===== src/rtl/nms_score_window.sv =====
`default_nettype none
// ============================================================================
// Module  : nms_score_window
// Brief   : Addressed-write score window (reference + NUM_ADJ neighbours) with
//           load tracking, valid/ready hand-off, flush and bad-address pulse.
//           Optional macro NMS_WIN_MAX_FLAG_EN adds the is_max comparator.
// Revision: 1.0  initial release
// ============================================================================
module nms_score_window #(
    parameter int SCORE_W = 8,
    parameter int NUM_ADJ = 8,
    parameter int ADDR_W  = 4
) (
    input  logic                       clock,
    input  logic                       nReset,
    input  logic                       wr_en,
    input  logic [ADDR_W-1:0]          wr_addr,
    input  logic [SCORE_W-1:0]         wr_data,
    output logic                       wr_ready,
    input  logic                       flush,
    output logic                       addr_err,
    output logic                       out_valid,
    input  logic                       out_ready,
    output logic [SCORE_W-1:0]         ref_score,
    output logic [NUM_ADJ*SCORE_W-1:0] adj_score,
    output logic [15:0]                win_cnt
`ifdef NMS_WIN_MAX_FLAG_EN
    ,
    output logic                       is_max
`endif
);

    typedef enum logic [0:0] {
        ST_LOAD = 1'b0,
        ST_HOLD = 1'b1
    } state_t;

    state_t             state_q, state_d;
    logic [SCORE_W-1:0] score_q [0:NUM_ADJ];
    logic [SCORE_W-1:0] score_d [0:NUM_ADJ];
    logic [NUM_ADJ:0]   mask_q, mask_d;
    logic               addr_err_q, addr_err_d;
    logic [15:0]        win_cnt_q, win_cnt_d;

    always_comb begin
        state_d    = state_q;
        score_d    = score_q;
        mask_d     = mask_q;
        addr_err_d = 1'b0;
        win_cnt_d  = win_cnt_q;
        if (flush) begin
            // Flush outranks both a pending write and a pending transfer.
            state_d = ST_LOAD;
            mask_d  = '0;
        end else if (state_q == ST_LOAD) begin
            if (wr_en) begin
                if (wr_addr > ADDR_W'(NUM_ADJ)) begin
                    addr_err_d = 1'b1;
                end else begin
                    for (int i = 0; i <= NUM_ADJ; i++) begin
                        if (wr_addr == ADDR_W'(i)) begin
                            score_d[i] = wr_data;
                            mask_d[i]  = 1'b1;
                        end
                    end
                end
            end
            if (&mask_d) begin
                state_d = ST_HOLD;
            end
        end else if (out_ready) begin
            state_d   = ST_LOAD;
            mask_d    = '0;
            win_cnt_d = win_cnt_q + 16'd1;
        end
    end

    always_ff @(posedge clock) begin
        if (!nReset) begin
            state_q    <= ST_LOAD;
            score_q    <= '{default: '0};
            mask_q     <= '0;
            addr_err_q <= 1'b0;
            win_cnt_q  <= '0;
        end else begin
            state_q    <= state_d;
            score_q    <= score_d;
            mask_q     <= mask_d;
            addr_err_q <= addr_err_d;
            win_cnt_q  <= win_cnt_d;
        end
    end

    assign wr_ready  = (state_q == ST_LOAD);
    assign out_valid = (state_q == ST_HOLD);
    assign addr_err  = addr_err_q;
    assign win_cnt   = win_cnt_q;
    assign ref_score = out_valid ? score_q[0] : '0;

    // Slot 1 lands in the most significant lane of adj_score.
    for (genvar g = 1; g <= NUM_ADJ; g++) begin : g_adj
        assign adj_score[(NUM_ADJ-g)*SCORE_W +: SCORE_W] = out_valid ? score_q[g] : '0;
    end

`ifdef NMS_WIN_MAX_FLAG_EN
    logic ref_gt_all;

    always_comb begin
        ref_gt_all = 1'b1;
        for (int i = 1; i <= NUM_ADJ; i++) begin
            if (score_q[0] <= score_q[i]) begin
                ref_gt_all = 1'b0;
            end
        end
    end

    assign is_max = out_valid & ref_gt_all;
`endif

endmodule
`default_nettype wire

===== config.mk =====
export PLATFORM = sky130hd
export DESIGN_NAME = nms_score_window
export DESIGN_NICKNAME = d
export VERILOG_FILES = /design/src/rtl/nms_score_window.sv
export SDC_FILE = /design/constraint.sdc
export NUM_CORES = 1
export LEC_CHECK = 0
export CAP_MARGIN = 40
export CORE_ASPECT_RATIO = 1.75
export CORE_MARGIN = 10
export CORE_UTILIZATION = 53
export CTS_CLUSTER_DIAMETER = 30
export CTS_CLUSTER_SIZE = 24
export DETAILED_ROUTE_END_ITERATION = 6
export PLACE_DENSITY_LB_ADDON = 0.3
export SYNTH_ARGS = -nofsm -noshare
export SYNTH_HDL_FRONTEND = slang
export SYNTH_SLANG_ARGS = --single-unit
export TNS_END_PERCENT = 10

===== constraint.sdc =====
create_clock -name clock -period 2.85 [get_ports clock]
set_clock_uncertainty 0.2 [all_clocks]
set_input_delay 0.285 -clock clock [delete_from_list [all_inputs] [get_ports clock]]
set_output_delay 0.285 -clock clock [all_outputs]
set_load 0.005 [all_outputs]

Figure 1. Signal wires on met4 (run 1).
Scale: 3 px per µm. Supply wires on this layer in gray.
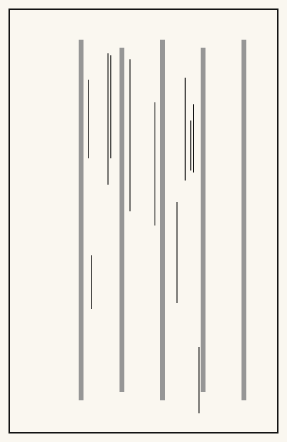
The layer holds 2.8% of the routed length. The wires run mostly vertical. The layer carries 340 µm of wire.

Figure 2. Zoomed window (run 1).
Region (29, 27) to (59, 57) µm. Cells in gray, sequential cells in the stronger gray; small squares are vias.
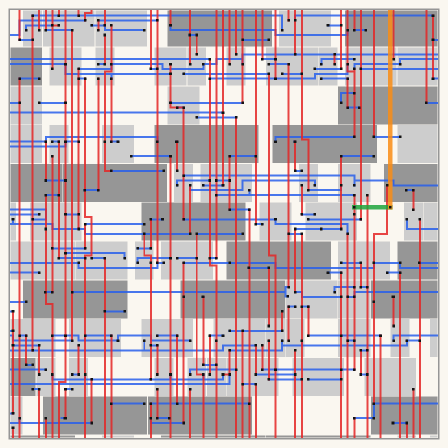
Key: red = metal 2; orange = metal 4; blue = metal 1; green = metal 3
Most frequent: nor2_1 (19), mux2i_1 (18), dfxtp_1 (15). 64 logic cells have their middle in the window. Netlist names of flops here include `score_q` (12), `win_cnt` (3). Sequential cells in the window: 15.

Figure 3. Selected gate families (run 1).
Scale: 4 px per µm.
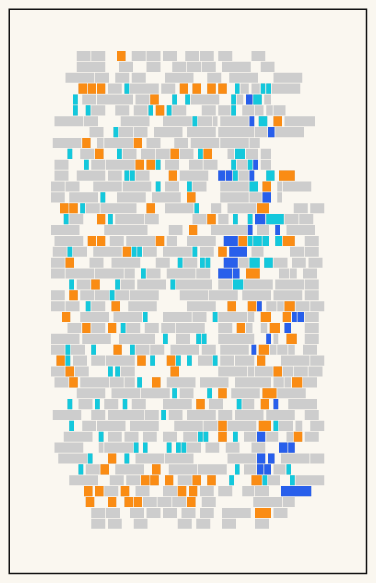
Key: blue = NAND gates [cells 31, most used nand3_1]; orange = AND and OR gates [cells 92, most used and2_1]; cyan = NOR gates [cells 103, most used nor2_1]

==> results.sh, run 1 <==
# physical design summary
export IMPL_cp_start_kind="flip-flop"
export IMPL_rows=44
export IMPL_avgSynthCellArea_um2=9.172
export IMPL_hold_depth=2
export IMPL_core_area_um2=8203
export IMPL_synthArstFlopShare_pct=0
export IMPL_r2r_cells=4
export IMPL_wl_met1_mm=4.447
export IMPL_clock_power_w=0.00121
export IMPL_fin_nets=587
export IMPL_ys_types=49
export IMPL_fp_util_pct=53.78
export IMPL_drive_gt1_share_pct=5.923
export IMPL_seqPwrFrac_pct=51.1
export IMPL_critPathLaunch="out_valid"
export IMPL_slowest_delay_ns=0.76
export IMPL_htreeDepth=3
export IMPL_vias=3656
export IMPL_fillers=661
export IMPL_cp_max_fo=44
export IMPL_ant_nets=0
export IMPL_comb_area_share_pct=38.84
export IMPL_grt_setup_unrepaired="no"
export IMPL_grt_busiest_layer="met2"
export IMPL_post_cts_buffers=0
export IMPL_hold_viol=0
export IMPL_grt_overflow=0
export IMPL_sh_seq_area_pct=34.12
export IMPL_min_from="mask_q[1]"
export IMPL_logic_area_um2=2257
export IMPL_drv_cap=0
export IMPL_status="finished clean"
export IMPL_grt_pass1_vias=3741
export IMPL_synth_cellmix_compoundShare_pct=5.247
export IMPL_ctsRootBufferMaster="clkbuf_16"
export IMPL_inv_count=3
export IMPL_postCtsResizedCells=0
export IMPL_tap_cells=92
export IMPL_mux_share_pct=16.34
export IMPL_dp_hpwl_mm=8.558
export IMPL_placed_area_um2=5515
export IMPL_drt_pass1_iterations=5
export IMPL_timing_rr_end="win_cnt[14]"
export IMPL_io_pins=108
export IMPL_lay_top_cells="107 x clkdlybuf4s50_1, 98 x dfxtp_1, 91 x nor2_1"
export IMPL_grt_max_degree=89
export IMPL_drt_vias_per_instance=5.489
export IMPL_route_met2_wl_mm=6.666
export IMPL_numSequentialCells=99
-- run 1: sequential cells by signal, indices dropped and copies added, names as in the netlist --
register	flops
win_cnt	16
score_q	72
out_valid	1
addr_err	1
mask_q	9
-- run 1: Yosys cell counts (2+ instances only) --
library cell / n / area share (%)
a21oi_1: 11 / 1.2
a22oi_1: 2 / 0.34
a31oi_1: 3 / 0.43
a32oi_1: 4 / 0.79
and2_1: 75 / 11
and3_1: 2 / 0.28
and3b_1: 2 / 0.40
and4b_1: 2 / 0.45
buf_2: 8 / 0.91
clkbuf_1: 26 / 2.2
dfxtp_1: 99 / 45
inv_1: 2 / 0.17
mux2i_1: 72 / 16
nand2_1: 10 / 0.85
nand3_1: 11 / 1.2
nand3_2: 3 / 0.68
nand4_1: 2 / 0.28
nor2_1: 91 / 7.7
nor2b_1: 6 / 0.85
nor3_1: 2 / 0.23
nor3b_1: 3 / 0.51
o21ai_0: 4 / 0.45
o31ai_1: 5 / 0.85
or4_1: 5 / 0.85
xnor2_1: 2 / 0.40
xor2_1: 6 / 1.2
-- run 1: stage by stage --
step	util, %	power (W)	worst slack, ns	std cells	hold slack, ns
5_1_grt	70.85	0.002819	0.1750	666	0.2877
4_1_cts	70.85	0.002751	0.2597	666	0.2765
3_3_place_gp	67.24	0.001553	0.3180	650	0.2528
6_report	70.85	0.002734	0.2576	666	0.2813
3_5_place_dp	67.24	0.001555	0.3565	650	0.2591
2_1_floorplan	-	0.001503	1.032	481	0.2124
-- run 1: worst max-delay path: cells and delay by family (launching register included) --
kind / cells / cell delay [ns]
DFF: 1 / 0.76
buffers and inverters: 2 / 0.79
and+or+nand+nor: 1 / 0.21
==> run 2, diff against run 1 <==
--- a/config.mk
+++ b/config.mk
@@ -12,6 +12,7 @@
 export CTS_CLUSTER_DIAMETER = 30
 export CTS_CLUSTER_SIZE = 24
 export DETAILED_ROUTE_END_ITERATION = 6
+export GPL_ROUTABILITY_DRIVEN = 0
 export PLACE_DENSITY_LB_ADDON = 0.3
 export SYNTH_ARGS = -nofsm -noshare
 export SYNTH_HDL_FRONTEND = slang
Figure 4. Signal wires on met4 (run 2).
Scale: 3 px per µm. Supply wires on this layer in gray.
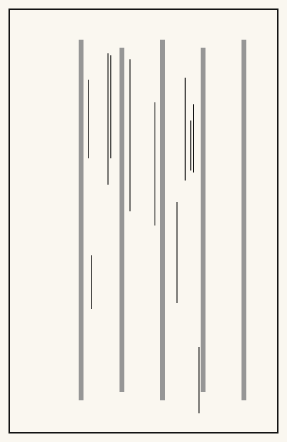
The layer holds 2.8% of the routed length. 9 nets have wire on it. The wires run mostly vertical. The layer carries 340 µm of wire. The longest straight run is 50.3 µm.

Figure 5. Selected gate families (run 2).
Scale: 4 px per µm.
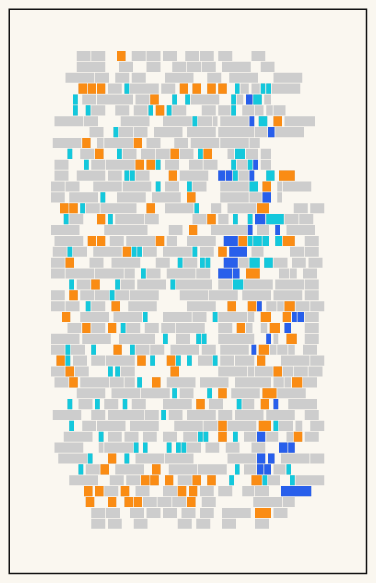
most common logic cell in the routed design: clkdlybuf4s50_1
Finished Layout Cells: 666

==> run 2 against run 1 <==
  * Area after synthesis did not move
  * Via count did not move
  * Cell count did not move
  * Register-to-register slack barely moved
  * Maximum frequency did not move
  * Sequential share of layout area did not move
==> results.sh, run 2 <==
# physical design summary
export IMPL_largest_area_cell="dfxtp_1"
export IMPL_io_pins=108
export IMPL_grt_setup_unrepaired="no"
export IMPL_rows=44
export IMPL_ctsRootBufferMaster="clkbuf_16"
export IMPL_logic_area_um2=2257
export IMPL_avgSynthCellArea_um2=9.172
export IMPL_ant_nets=0
export IMPL_syn_inst=481
export IMPL_grt_max_degree=89
export IMPL_htreeDepth=3
export IMPL_postCtsResizedCells=0
export IMPL_largest_register="score_q"
export IMPL_synth_top_area_share_pct=44.92
export IMPL_status="finished clean"
export IMPL_drive_gt1_share_pct=5.923
export IMPL_powerDensity_nw_per_um2=470.4
export IMPL_numSynthFlops=99
export IMPL_dp_hpwl_mm=8.558
export IMPL_synthArstFlopShare_pct=0
export IMPL_cp_start_kind="flip-flop"
export IMPL_lay_top_cells="107 x clkdlybuf4s50_1, 98 x dfxtp_1, 91 x nor2_1"
export IMPL_fin_ws_ns=0.2576
export IMPL_yosysMostFrequentCell="dfxtp_1"
export IMPL_io_buffers=107
export IMPL_post_cts_buffers=0
export IMPL_fp_util_pct=53.78
export IMPL_power_total_w=0.002734
export IMPL_area_leaders="dfxtp_1 45%, mux2i_1 16%, and2_1 11%"
export IMPL_route_met2_wl_mm=6.666
export IMPL_fin_nets=587
export IMPL_cp_max_fo=44
export IMPL_top_layer_used="met4"
export IMPL_drt_pass1_iterations=5
export IMPL_grt_overflow=0
export IMPL_vias=3656
export IMPL_p_leak_nw=2.484
export IMPL_drv_cap=0
export IMPL_ys_types=49
export IMPL_cts_hold_buf=0
export IMPL_hold_viol=0
export IMPL_fillers=661
export IMPL_wl_met1_mm=4.447
[run 2: worst paths after layout]
kind,from,to,slack [ns],cells past startpoint
setup / recovery,out_valid,ref_score[3],0.26,3
hold / removal,mask_q[1],mask_q[1],0.28,2
setup reg to reg,out_valid,win_cnt[14],0.54,4
hold reg to reg,mask_q[1],mask_q[1],0.28,2
[run 2: worst max-delay path, cell delays in order, from the launching register on]
cell             delay (ns)
dfxtp_2                0.76
buf_12                 0.26
and2_1                 0.21
clkdlybuf4s50_1        0.53
[run 2: power by group]
group	switching, W	internal (W)
combinational	0.0000815	0.0000474
clock	0.000505	0.000703
sequential	0.00000458	0.00139
[run 2: per-layer routing]
layer | vias to the layer above | track usage, %
li1 | 1788 | -
met1 | 1726 | 19.59
met2 | 116 | 35.57
met3 | 26 | 5.020
met4 | 0 | 9.007
met5 | - | 0
[run 2: stage by stage]
step,area (µm²),util [%],instances
finish,5812,70.85,666
detailed placement,5515,67.24,650
global route,5812,70.85,666
floorplan,4412,-,481
CTS,5812,70.85,666
global placement,5515,67.24,650
[run 2: cells by family after synthesis]
group | count (synthesis) | synth area share (%)
buf+inv | 40 | 3.914
compound gates | 35 | 5.247
simple gates | 226 | 27.71
xor+xnor | 8 | 1.588
fa+ha+maj | 1 | 0.2836
flops | 99 | 44.92
mux | 72 | 16.34
[run 2: layout make-up]
class / instances / area share [%]
inverters: 3 / 0.1938
clock inverters: 4 / 0.8611
multi-input cells: 342 / 38.84
repair buffers: 114 / 19.76
flip-flops and latches: 99 / 34.12
well taps: 92 / 1.981
clock buffers: 12 / 4.241
==> run 3, diff against run 2 <==
--- a/config.mk
+++ b/config.mk
@@ -5,6 +5,7 @@
 export SDC_FILE = /design/constraint.sdc
 export NUM_CORES = 1
 export LEC_CHECK = 0
+export ABC_CLOCK_PERIOD_IN_PS = 2850
 export CAP_MARGIN = 40
 export CORE_ASPECT_RATIO = 1.75
 export CORE_MARGIN = 10
Figure 6. Zoomed window (run 3).
Region (29, 27) to (59, 57) µm. Cells in gray, sequential cells in the stronger gray; small squares are vias.
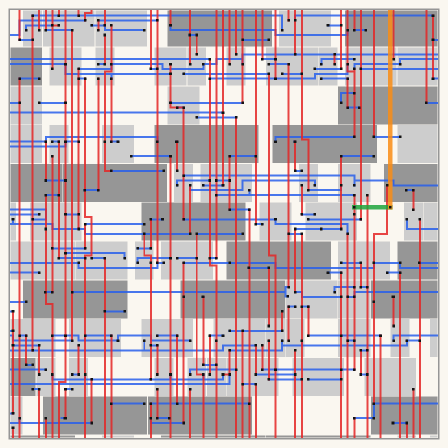
Key: blue = metal 1; orange = metal 4; red = metal 2; green = metal 3
Netlist names of flops here include `score_q` (12), `win_cnt` (3). 64 logic cells have their middle in the window. Sequential cells in the window: 15. Most frequent: nor2_1 (19), mux2i_1 (18), dfxtp_1 (15).

Figure 7. Congestion heat map (run 3).
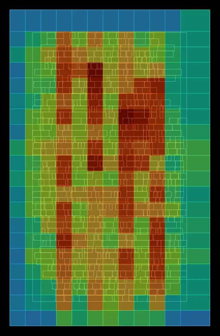
grt met1 use: 19.59%
all-layer global routing usage: 19.49%
routed len/inst: 18.28 µm

==> run 3 against run 2 <==
  * Sequential share of layout area unchanged
  * Non-clock buffer count is the same
  * Area after synthesis unchanged
  * Clock power is essentially flat
  * Register-to-register slack barely moved
  * Combinational power about the same
  * Clock-buffer cell count unchanged
  * Critical endpoint unchanged
  * Largest cell class unchanged
==> results.sh, run 3 <==
# physical design summary
export IMPL_fp_util_pct=53.78
export IMPL_yosysMostFrequentCell="dfxtp_1"
export IMPL_grt_setup_unrepaired="no"
export IMPL_synthArstFlopShare_pct=0
export IMPL_worst_path_buf_inv=2
export IMPL_core_area_um2=8203
export IMPL_io_buffers=107
export IMPL_grt_max_degree=89
export IMPL_fillers=661
export IMPL_slowest_delay_ns=0.76
export IMPL_p_leak_nw=2.484
export IMPL_largest_area_cell="dfxtp_1"
export IMPL_crit_slowest_cell="dfxtp_2"
export IMPL_p_int_w=0.002143
export IMPL_final_core_util_pct=70.85
export IMPL_synth_top_area_share_pct=44.92
export IMPL_grt_busiest_layer="met2"
export IMPL_hold_viol=0
export IMPL_fin_nets=587
export IMPL_vias=3656
export IMPL_avgSynthCellArea_um2=9.172
export IMPL_seqPwrFrac_pct=51.1
export IMPL_status="finished clean"
export IMPL_placed_area_um2=5515
export IMPL_largest_register_ffs=72
export IMPL_dp_hpwl_mm=8.558
export IMPL_cp_start_kind="flip-flop"
export IMPL_combinationalPowerShare_pct=4.7
-- run 3: final cells by class --
cell class              instances  area [µm²]  area share (%)
well taps                      92       115.1           1.981
repair buffers                114        1149           19.76
clock buffers                  12       246.5           4.241
multi-input cells             342        2257           38.84
flip-flops and latches         99        1983           34.12
inverters                       3       11.26          0.1938
clock inverters                 4       50.05          0.8611
-- run 3: cells by family after synthesis --
family          after synthesis  synth area share (%)
compound gates               35                 5.247
xor+xnor                      8                 1.588
fa+ha+maj                     1                0.2836
buf+inv                      40                 3.914
flops                        99                 44.92
mux                          72                 16.34
simple gates                226                 27.71
-- run 3: final timing paths --
kind,from,end,slack [ns],cells past startpoint
setup reg to reg,out_valid,win_cnt[14],0.54,4
setup / recovery,out_valid,ref_score[3],0.26,3
hold reg to reg,mask_q[1],mask_q[1],0.28,2
hold / removal,mask_q[1],mask_q[1],0.28,2
-- run 3: through the flow --
stage | worst slack (ns) | total power (W) | hold WS [ns]
2_1_floorplan | 1.032 | 0.001503 | 0.2124
3_3_place_gp | 0.3180 | 0.001553 | 0.2528
3_5_place_dp | 0.3565 | 0.001555 | 0.2591
4_1_cts | 0.2597 | 0.002751 | 0.2765
5_1_grt | 0.1750 | 0.002819 | 0.2877
6_report | 0.2576 | 0.002734 | 0.2813
-- run 3: power by group through the flow --
stage               clock (W)  combinational (W)  sequential [W]
floorplan                   0          0.0000770         0.00143
global placement            0           0.000126         0.00143
detailed placement          0           0.000127         0.00143
CTS                   0.00123           0.000128         0.00140
global route          0.00128           0.000139         0.00140
finish                0.00121           0.000129         0.00140
-- run 3: worst min-delay path: stages (launching register included) --
cell	delay (ns)
dfxtp_1	0.33
a21oi_1	0.04
nor2_1	0.07
Power and IR drop assume default switching activity.
